==> config.mk <==
export PLATFORM = sky130hd
export DESIGN_NAME = debounced_input_pio_flat
export DESIGN_NICKNAME = d
export VERILOG_FILES = /design/src/rtl/debounced_input_pio_if.sv /design/src/rtl/debounced_input_pio.sv /design/src/flat_wrapper.sv
export SDC_FILE = /design/constraint.sdc
export NUM_CORES = 1
export LEC_CHECK = 0
export CORE_MARGIN = 8
export CORE_UTILIZATION = 50
export DETAILED_ROUTE_END_ITERATION = 10
export PLACE_DENSITY = 0.73
export SYNTH_ARGS = -nofsm -noshare
export SYNTH_HDL_FRONTEND = slang
export SYNTH_SLANG_ARGS = --single-unit
==> constraint.sdc <==
create_clock -name clk_clk -period 5.2 [get_ports clk_clk]
set_clock_uncertainty 0.1 [all_clocks]
set_input_delay 0.52 -clock clk_clk [delete_from_list [all_inputs] [get_ports clk_clk]]
set_output_delay 0.52 -clock clk_clk [all_outputs]
set_load 0.02 [all_outputs]
Figure 1. The clock network.
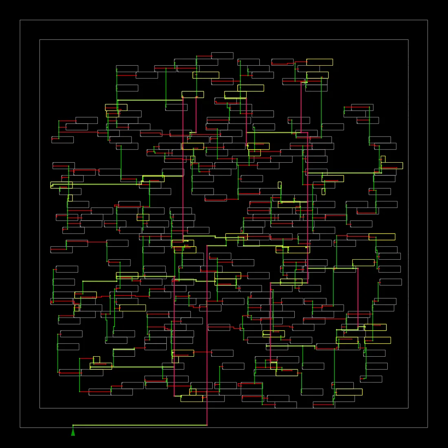
Clock net power: 2.17 mW
worst-skew pair later-pin latency: 520 ps
Num CTS Buffers: 27

Figure 2. Register map, names as in the netlist.
Other sequential cells in the stronger gray, the rest of the logic in the fainter gray.
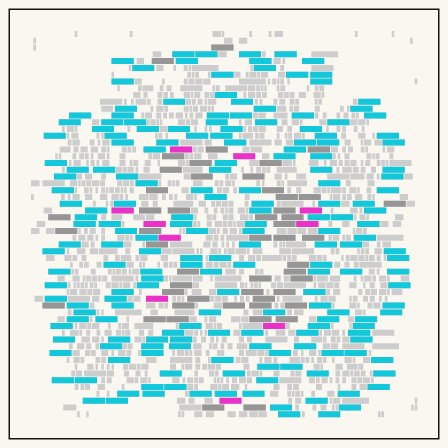
Magenta stands for u_core.sync_out, sequential cells 10, where center. Cyan stands for u_core.cnt_q, sequential cells 190, where spread over the die.
Another 50 sequential cells are not colored.
Final Core Density: 57.2%
seq pwr: 2.06 mW
register area: 6260 sq um
Seq area share: 45.5%

Figure 3. Gate-type map.
Bar = 50 microns.
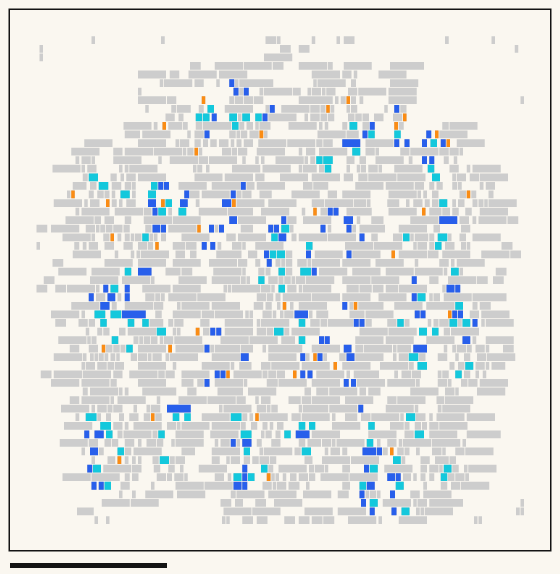
Cyan stands for AND and OR gates, cells 96, where spread over the die. Blue stands for inverting AOI/OAI gates, cells 116. Orange stands for inverters, cells 36.
Non-Filler Instances: 1,562
most numerous logic cell after layout: dfrtp_1

Figure 4. I/O pins on the die edge.
Pins as bars across the die edge, other pins in gray.
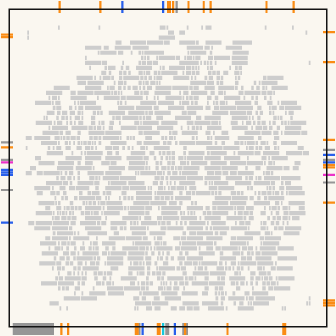
Blue stands for in_export, pins 10, direction input, edge 4 west, 2 east, 2 south, 2 north. Cyan stands for avs_avs_write, pins 1, direction input, edge south. Magenta stands for avs_avs_address, pins 2, direction input, edge 1 west, 1 east. Orange stands for avs_avs_readdata, pins 32, direction output, edge 10 south, 10 north, 9 east, 3 west.
All pins by edge: 42 south, 15 east, 13 north, 11 west.
Die X: 171 microns
I/O Buffers: 36
Die Height: 171 microns

Figure 5. Routed metal, one color a layer.
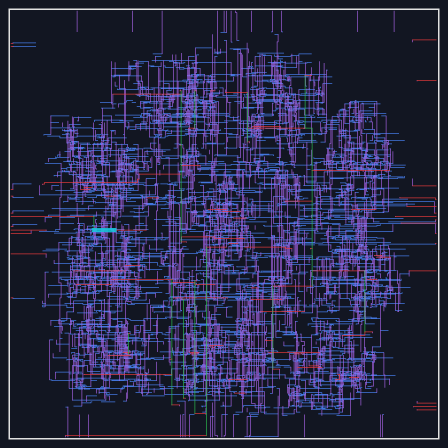
Blue stands for met1, wire length 11,100 microns. Red stands for met3, wire length 885 microns. Cyan stands for met5, wire length 8.30 microns. Purple stands for met2, wire length 11,300 microns. Green stands for met4, wire length 472 microns.
final wirelength: 23,900 microns
WL/cell: 15.3 microns
routed vias: 8,695

==> impl_metrics.env <==
# yosys + openroad results
export IMPL_status="complete, but fails checks"
export IMPL_async_flop_share_pct=100
export IMPL_finalHoldViolCount=15
export IMPL_met2_length_microns=11300
export IMPL_met1_usage_pct=22.3
export IMPL_gp_congestion=0.808
export IMPL_crit_type="flip-flop to primary output"
export IMPL_max_slew_margin_pct=19.4
export IMPL_die_area_sq_um=29400
export IMPL_hold_path_class="input port to async pin"
export IMPL_yosys_area_sq_um=12100
export IMPL_fp_util_pct=50.3
export IMPL_rsz0062_at_grt="false"
export IMPL_post_dp_cell_area_sq_um=12700
export IMPL_syn_inst=1171
export IMPL_fin_worst_hold_slack_ps=-39.5
export IMPL_root_buffer="clkbuf_16"
export IMPL_crit_path_end_kind="primary output"
export IMPL_hold_buffers=0
export IMPL_worst_pin_slew_ps=1200
export IMPL_yosysTopAreaCellShare_pct=51.8
export IMPL_setup_viol=0
export IMPL_pwr_share_clk_pct=48.6
export IMPL_warnings=50
export IMPL_fin_area_sq_um=13700
export IMPL_grtUsageTotal_pct=16.3
export IMPL_cts_buffer_depth=3
export IMPL_drt_antenna_violating_nets=0
export IMPL_path_cells="a22o_1, a221oi_1, nand4_1, clkdlybuf4s50_1"
export IMPL_ir_drop_mv=0.255
export IMPL_cp_max_fo=3
export IMPL_grt_pass1_vias=8426
export IMPL_cp_top_family="AND-OR/OR-AND gates"
export IMPL_routedLengthMet1_microns=11100
export IMPL_layout_drive_gt1_share_pct=9.45
export IMPL_violations="negative hold slack"
export IMPL_startpoint_type="flip-flop"
export IMPL_drtIter0Drc=666
export IMPL_grt_util_met2_pct=26.9
export IMPL_drc=0
export IMPL_top_area_cell="dfrtp_1"
export IMPL_period_needed_ps=2910
export IMPL_top_usage_layer="met2"
export IMPL_layout_nets=1276
export IMPL_ff2ff_setup_slack_ps=2730
[layout by cell type, fill, tap and decap left out, types with 22 or more instances in the layout]
cell type        count
nor4_1              29
o21ai_0             49
inv_1               36
a21oi_1             37
nand4_1             66
nand2_1             58
xor2_1              61
nand3_1             61
xnor2_1             82
clkdlybuf4s50_1     35
nor2_1             168
or3_1               24
conb_1              22
dfrtp_1            250
clkbuf_16           27
nor3_1              25
[cell type report]
class	instances	area, sq um
clock buffers	33	738
clock inverters	16	290
fillers	2058	10300
inverters	36	135
multi-input cells	857	5480
flip-flops and latches	250	6260
well taps	324	405
repair buffers	46	440
[kinds of logic after synthesis]
family,count (synthesis)
AND-OR/OR-AND,120
adder cells (fa/ha/maj),10
flip-flops,250
AND/OR/NAND/NOR,533
multiplexers,29
XOR/XNOR,143
buffers and inverters,85
other,1
No activity file was given, so power comes from the tool's default toggle rates.
